[src/rtl/apple_iie_ram_sequencer.sv]
// apple_iie_ram_sequencer
// Main-RAM DRAM sequencer. Each 1 MHz cycle is 14 ticks of clk_14M, split into
// a video slot (ticks 0-6, phi0=0) and a CPU slot (ticks 7-13, phi0=1). Each
// slot runs one RAS cycle: row on s0-s1, column on s2-s6, RAS low s1-s5 and
// CAS low s3-s5 when the slot performs an access. With video disabled, the
// video slot becomes a RAS-only refresh of an incrementing row counter.
//
// Optional feature macro: LONG_CYCLE_EN. When defined, the parameter
// LONG_CYCLE_PERIOD exists and the last cycle of every group of
// LONG_CYCLE_PERIOD cycles is stretched to 16 ticks (CPU s6 covers ticks 13-15).
//
// Read return: cpu_rvalid / video_rvalid are single-tick pulses with no
// backpressure; the matching rdata is valid during the pulse and holds its
// value until the next completed read of that requester.
//
// All outputs are registered: the value seen during tick t is the value loaded
// on the edge that enters t, so every output is computed from the next tick.

module apple_iie_ram_sequencer #(
    parameter int REFRESH_W = 8
`ifdef LONG_CYCLE_EN
    ,
    parameter int LONG_CYCLE_PERIOD = 65
`endif
) (
    input  logic        clk_14M,
    input  logic        reset,
    input  logic [15:0] cpu_a,
    input  logic        cpu_rw_n,
    input  logic        cpu_en,
    input  logic [7:0]  cpu_wdata,
    output logic [7:0]  cpu_rdata,
    output logic        cpu_rvalid,
    input  logic        video_en,
    input  logic [15:0] video_a,
    output logic [7:0]  video_rdata,
    output logic        video_rvalid,
    output logic        phi0,
    output logic [7:0]  ra,
    output logic        ras_n,
    output logic        cas_n,
    output logic        rw_n,
    output logic [7:0]  d_o,
    output logic        d_oe,
    input  logic [7:0]  d_i
);

`ifdef LONG_CYCLE_EN
    localparam int CW = (LONG_CYCLE_PERIOD > 1) ? $clog2(LONG_CYCLE_PERIOD) : 1;
    logic [CW-1:0] cyc_q, cyc_d;
`endif

    // Sequencer state: tick counter and refresh row.
    logic [3:0]           t_q, t_d;
    logic [REFRESH_W-1:0] ref_q, ref_d;

    // Request latches, loaded at the start of their slot.
    logic [15:0] cpu_a_q, cpu_a_d;
    logic        cpu_rw_n_q, cpu_rw_n_d;
    logic        cpu_en_q, cpu_en_d;
    logic [7:0]  cpu_wdata_q, cpu_wdata_d;
    logic [15:0] vid_a_q, vid_a_d;
    logic        vid_en_q, vid_en_d;

    // Registered outputs.
    logic       phi0_q, phi0_d;
    logic [7:0] ra_q, ra_d;
    logic       ras_n_q, ras_n_d;
    logic       cas_n_q, cas_n_d;
    logic       rw_n_q, rw_n_d;
    logic [7:0] d_o_q, d_o_d;
    logic       d_oe_q, d_oe_d;
    logic [7:0] cpu_rdata_q, cpu_rdata_d;
    logic       cpu_rvalid_q, cpu_rvalid_d;
    logic [7:0] video_rdata_q, video_rdata_d;
    logic       video_rvalid_q, video_rvalid_d;

    // Decode helpers for the tick being entered.
    logic [3:0]  last_tick;
    logic [3:0]  s;
    logic        cpu_sample, vid_sample;
    logic        cpu_slot;
    logic        access, refresh, wr;
    logic [15:0] addr;
    logic [7:0]  ref_row;

    // Next tick, request capture and per-slot strobe/address generation.
    always_comb begin
        last_tick = 4'd13;
`ifdef LONG_CYCLE_EN
        cyc_d = cyc_q;
        if (cyc_q == CW'(LONG_CYCLE_PERIOD - 1)) begin
            last_tick = 4'd15;
        end
        if (t_q == last_tick) begin
            cyc_d = (cyc_q == CW'(LONG_CYCLE_PERIOD - 1)) ? '0 : cyc_q + CW'(1);
        end
`endif
        t_d        = (t_q == last_tick) ? 4'd0 : t_q + 4'd1;
        cpu_sample = (t_q == 4'd6);
        vid_sample = (t_q == last_tick);

        // The slot about to start uses the inputs directly; later ticks use the latch.
        cpu_a_d     = cpu_sample ? cpu_a     : cpu_a_q;
        cpu_rw_n_d  = cpu_sample ? cpu_rw_n  : cpu_rw_n_q;
        cpu_en_d    = cpu_sample ? cpu_en    : cpu_en_q;
        cpu_wdata_d = cpu_sample ? cpu_wdata : cpu_wdata_q;
        vid_a_d     = vid_sample ? video_a   : vid_a_q;
        vid_en_d    = vid_sample ? video_en  : vid_en_q;

        // Refresh row advances when a refresh slot finishes its s6.
        ref_d   = (t_q == 4'd6 && !vid_en_q) ? ref_q + REFRESH_W'(1) : ref_q;
        ref_row = 8'(ref_q);

        cpu_slot = (t_d >= 4'd7);
        s        = cpu_slot ? t_d - 4'd7 : t_d;
        if (cpu_slot) begin
            addr    = cpu_a_d;
            access  = cpu_en_d;
            refresh = 1'b0;
        end else begin
            addr    = vid_a_d;
            access  = vid_en_d;
            refresh = !vid_en_d;
        end

        wr = cpu_slot && cpu_en_d && !cpu_rw_n_d && (s >= 4'd2) && (s <= 4'd5);

        phi0_d  = cpu_slot;
        ra_d    = refresh ? ref_row : ((s >= 4'd2) ? addr[15:8] : addr[7:0]);
        ras_n_d = !((s >= 4'd1) && (s <= 4'd5));
        cas_n_d = !(access && (s >= 4'd3) && (s <= 4'd5));
        rw_n_d  = !wr;
        d_oe_d  = wr;
        d_o_d   = wr ? cpu_wdata_d : 8'h00;

        // Entering s6 is the s5->s6 edge where read data is captured.
        cpu_rvalid_d   = (t_d == 4'd13) && cpu_en_d && cpu_rw_n_d;
        cpu_rdata_d    = cpu_rvalid_d ? d_i : cpu_rdata_q;
        video_rvalid_d = (t_d == 4'd6) && vid_en_d;
        video_rdata_d  = video_rvalid_d ? d_i : video_rdata_q;
    end

    // State and output registers with synchronous reset.
    always_ff @(posedge clk_14M) begin
        if (reset) begin
            t_q            <= 4'd0;
            ref_q          <= '0;
            cpu_a_q        <= 16'h0000;
            cpu_rw_n_q     <= 1'b1;
            cpu_en_q       <= 1'b0;
            cpu_wdata_q    <= 8'h00;
            vid_a_q        <= video_a;
            vid_en_q       <= video_en;
            phi0_q         <= 1'b0;
            ra_q           <= 8'h00;
            ras_n_q        <= 1'b1;
            cas_n_q        <= 1'b1;
            rw_n_q         <= 1'b1;
            d_o_q          <= 8'h00;
            d_oe_q         <= 1'b0;
            cpu_rdata_q    <= 8'h00;
            cpu_rvalid_q   <= 1'b0;
            video_rdata_q  <= 8'h00;
            video_rvalid_q <= 1'b0;
`ifdef LONG_CYCLE_EN
            cyc_q          <= '0;
`endif
        end else begin
            t_q            <= t_d;
            ref_q          <= ref_d;
            cpu_a_q        <= cpu_a_d;
            cpu_rw_n_q     <= cpu_rw_n_d;
            cpu_en_q       <= cpu_en_d;
            cpu_wdata_q    <= cpu_wdata_d;
            vid_a_q        <= vid_a_d;
            vid_en_q       <= vid_en_d;
            phi0_q         <= phi0_d;
            ra_q           <= ra_d;
            ras_n_q        <= ras_n_d;
            cas_n_q        <= cas_n_d;
            rw_n_q         <= rw_n_d;
            d_o_q          <= d_o_d;
            d_oe_q         <= d_oe_d;
            cpu_rdata_q    <= cpu_rdata_d;
            cpu_rvalid_q   <= cpu_rvalid_d;
            video_rdata_q  <= video_rdata_d;
            video_rvalid_q <= video_rvalid_d;
`ifdef LONG_CYCLE_EN
            cyc_q          <= cyc_d;
`endif
        end
    end

    assign phi0         = phi0_q;
    assign ra           = ra_q;
    assign ras_n        = ras_n_q;
    assign cas_n        = cas_n_q;
    assign rw_n         = rw_n_q;
    assign d_o          = d_o_q;
    assign d_oe         = d_oe_q;
    assign cpu_rdata    = cpu_rdata_q;
    assign cpu_rvalid   = cpu_rvalid_q;
    assign video_rdata  = video_rdata_q;
    assign video_rvalid = video_rvalid_q;

endmodule
[config.mk]
export PLATFORM = sky130hd
export DESIGN_NAME = apple_iie_ram_sequencer
export DESIGN_NICKNAME = d
export VERILOG_FILES = /design/src/rtl/apple_iie_ram_sequencer.sv
export SDC_FILE = /design/constraint.sdc
export NUM_CORES = 1
export LEC_CHECK = 0
export CAP_MARGIN = 10
export CORE_ASPECT_RATIO = 1.75
export CORE_MARGIN = 5
export CORE_UTILIZATION = 30
export CTS_CLUSTER_SIZE = 28
export DETAILED_ROUTE_END_ITERATION = 10
export PLACE_DENSITY_LB_ADDON = 0.05
export SETUP_SLACK_MARGIN = 0.3
export SYNTH_ARGS = -nofsm -noshare
export SYNTH_HDL_FRONTEND = slang
export SYNTH_SLANG_ARGS = --single-unit
export TNS_END_PERCENT = 10
[constraint.sdc]
create_clock -name clk_14M -period 2.8 [get_ports clk_14M]
set_input_delay 0.84 -clock clk_14M [delete_from_list [all_inputs] [get_ports clk_14M]]
set_output_delay 0.84 -clock clk_14M [all_outputs]
set_load 0.01 [all_outputs]
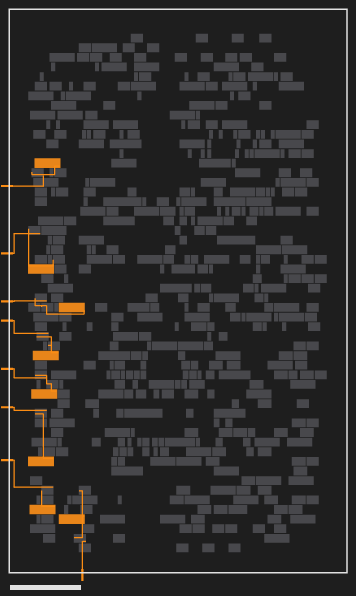
run_1/io_fan.png
The bar under the picture is 20 um long.
- `cpu_rdata`: orange (bits 8; direction output; end cells 8; wire 215 um)
I/O pin cnt: 92
IO buf count: 91

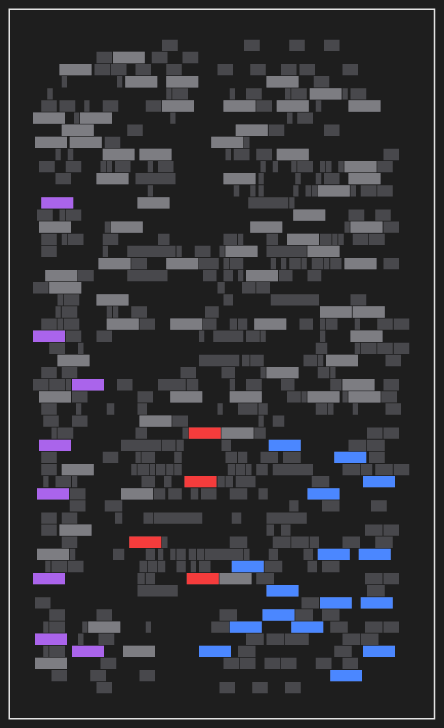
run_1/flops_by_reg.png
Other sequential cells in the stronger grey, the rest of the logic in the fainter grey.
- `t_q`: red (flops 4)
- `vid_a_q`: blue (flops 16; where bottom right)
- `cpu_rdata`: purple (flops 8)
- not coloured: 66
P_seq: 1410 uW
Sequential Area: 1880 um^2
Seq area share: 36.2%
fin util: 41.8%

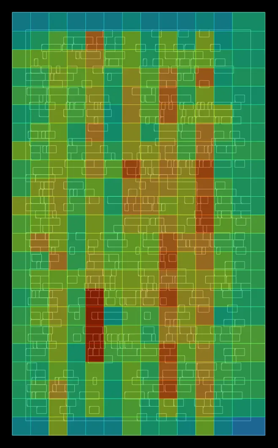
run_1/congestion.png
global routing usage on met3: 4.64%
GRT met2 Usage: 24.1%
gr usage total: 13.5%
grt met1 use: 14.2%

==> flow_summary.yaml, run 1 <==
# synthesis and place-and-route metrics
final_layout:
  final_cell_mix: "94 x dfxtp_1, 90 x clkdlybuf4s50_1, 62 x nor2_1, 42 x mux2i_1, 33 x mux2_2"
  largest_class: "sequential cells"
  top_regs: "cpu_a_q (16), vid_a_q (16)"
  diodes: 0
  post_layout_nonfiller_instances: 631
  fin_nets: 512
  drive_gt1_share_pct: 14.9
  clockBufferCount: 10
  sh_comb_area_pct: 34.1
  final_common_cell: "dfxtp_1"
yosys:
  ys_sh_adder_pct: 0.329
  synth-edff-count: 0
  topCellsByArea: "dfxtp_1 50%, mux2i_1 11%, mux2_2 9.8%"
  synthMuxAreaShare_pct: 21.2
  synth_cell_type_count: 43
  ys_warn_count: 0
  yosysChipArea_um2: 3800
  aoi_share_pct: 6.16
  synth_area_per_cell_um2: 10.2
  yosysTopAreaCell: "dfxtp_1"
  syn_area_um2: 3800
  yosys-top-cells-count: "94 x dfxtp_1, 62 x nor2_1, 42 x mux2i_1, 33 x mux2_2, 29 x nand2_1"
  top_area_share_pct: 49.5
  synth_flops: 94
cts:
  cts_resized: 0
  clock_latency_ns: 0.34
  cts_tree: "done"
  postCtsHoldBufs: 0
  clock_path_buffers: 2
  postCtsSetupBuffers: 0
  cts_inserted_buffers: 9
  root_buffer: "clkbuf_16"
worst_setup_path:
  reg2reg_slack_ns: 0.68
  cp_max_fo: 8
  cp-start-kind: "input port"
  required_ns: 3.08
  worstPathArrival_ns: 2.47
  slowest_stage: "clkdlybuf4s50_1"
  crit_type: "input port to flip-flop"
  crit_cells: 6
  end_kind: "flip-flop"
  crit_family: "simple AND/OR/NAND/NOR gates"
  cp_cell_sequence: "clkdlybuf4s50_1 -> mux2_2 -> o22ai_1 -> and2_1 -> a32oi_1 -> nand2_1"
  reg2reg_to: "ra[6]"
power_and_ir_drop:
  leakagePower_uw: 0.00196
  ir_drop_v: 0.000273
  powerComb_uw: 285
  switchingPower_uw: 662
  power_leader: "sequential cells"
  powerClk_uw: 1390
  power_density_nw_per_um2: 593
  internal_power_uw: 2420
  pwr-share-clk_pct: 45.1
  seqPwrFrac_pct: 45.6
  combPwrFrac_pct: 9.3
min_path:
  hold_class: "flip-flop to flip-flop"
  hp-start: "cpu_wdata_q[2]"
  worstHoldPathCells: 2
  holdPathEnd: "d_o[2]"
floorplanning:
  die_w_um: 95.1
  rows: 54
  die-area_um2: 15100
  core_um2: 12400
job:
  warnings: 26
  drv_cap: 0
drt:
  wl_um: 9820
  drc: 0
  first_pass_iters: 4
  met2_length_um: 5340
  ant_nets: 0
  post_drt_via_cell_ratio: 4.56
  dr.max_layer_used: "met4"
  met1_length_um: 3650
  wl_met3_um: 675
timing:
  period_used_pct: 78.5
  maxSlewViolCount: 0
  skew_ns: 0.00573
  setup_ws_ns: 0.601
  rsz0062_at_grt: "false"
  fmax_mhz: 455
placement:
  dp_hpwl_um: 7360
  dp_slack_ns: 0.248
global_route:
  grt_max_degree: 43
  gr-total-overflow: 0
outcome:
  status: "finished, final reports clean"
--- run 2 (diff from run 1) ---
==> constraint.sdc (replaced) <==
create_clock -name clk_14M -period 2.1 [get_ports clk_14M]
set_input_delay 0.63 -clock clk_14M [delete_from_list [all_inputs] [get_ports clk_14M]]
set_output_delay 0.63 -clock clk_14M [all_outputs]
set_load 0.01 [all_outputs]
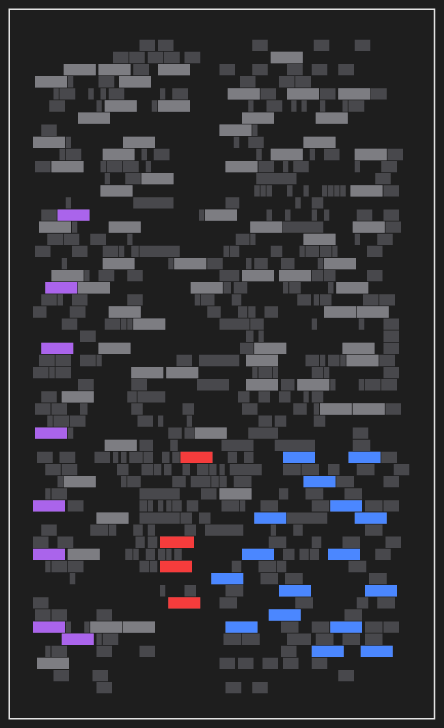
run_2/flops_by_reg.png
Other sequential cells in the stronger grey, the rest of the logic in the fainter grey.
- `vid_a_q`: blue (flops 16)
- `cpu_rdata`: purple (flops 8)
- `t_q`: red (flops 4; where bottom middle)
Seq area share: 36.0%
fin util: 42.0%

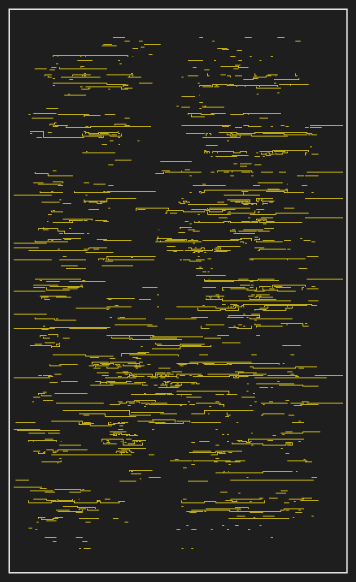
run_2/layer_met1.png
- wire length on this layer: 3,650 um
- share of all routed wire: 37%
Detailed Route WL: 9790 um
grt met1 use: 14.0%

==> flow_summary.yaml, run 2 <==
# synthesis and place-and-route metrics
outcome:
  status: "finished, final reports clean"
global_route:
  met2_usage_pct: 24.5
  gr-total-overflow: 0
  gr-usage-met3_pct: 4.17
  grt_max_degree: 28
timing:
  period_used_pct: 88.4
final_layout:
  post_layout_nonfiller_instances: 639
  clockBufferCount: 11
  seqCellArea_um2: 1880
  final_cell_mix: "93 x dfxtp_1, 89 x clkdlybuf4s50_1, 62 x nor2_1, 42 x mux2i_1, 33 x mux2_2"
  sh_comb_area_pct: 34.3
  final_common_cell: "dfxtp_1"
  diodes: 0
  drive_gt1_share_pct: 16.8
  largest_class: "sequential cells"
worst_setup_path:
  worstPathArrival_ns: 1.23
  end_kind: "output pin"
  cp_cell_sequence: "clkdlybuf4s50_1"
  slowest_stage: "clkdlybuf4s50_1"
  cp_max_fo: 2
placement:
  dp_hpwl_um: 7400
  dp_slack_ns: -0.273
min_path:
  hp-start: "cpu_wdata_q[5]"
  hold_class: "flip-flop to flip-flop"
  worstHoldPathCells: 2
job:
  drv_cap: 0
yosys:
  synth_flops: 94
  topCellsByArea: "dfxtp_1 50%, mux2i_1 11%, mux2_2 9.8%"
  top_area_share_pct: 49.5
  ys_sh_adder_pct: 0.329
  synth-edff-count: 0
  aoi_share_pct: 6.16
power_and_ir_drop:
  powerClk_uw: 1500
  power_density_nw_per_um2: 721
  seqPwrFrac_pct: 49.6
  internal_power_uw: 2880
  switchingPower_uw: 886
floorplanning:
  rows: 54
  die_w_um: 95.1
drt:
  met2_length_um: 5220
  first_pass_iters: 4
cts:
  clock_latency_ns: 0.34
  cts_tree: "done"
Power figures rest on the tool's default switching activity, not on a simulated workload.
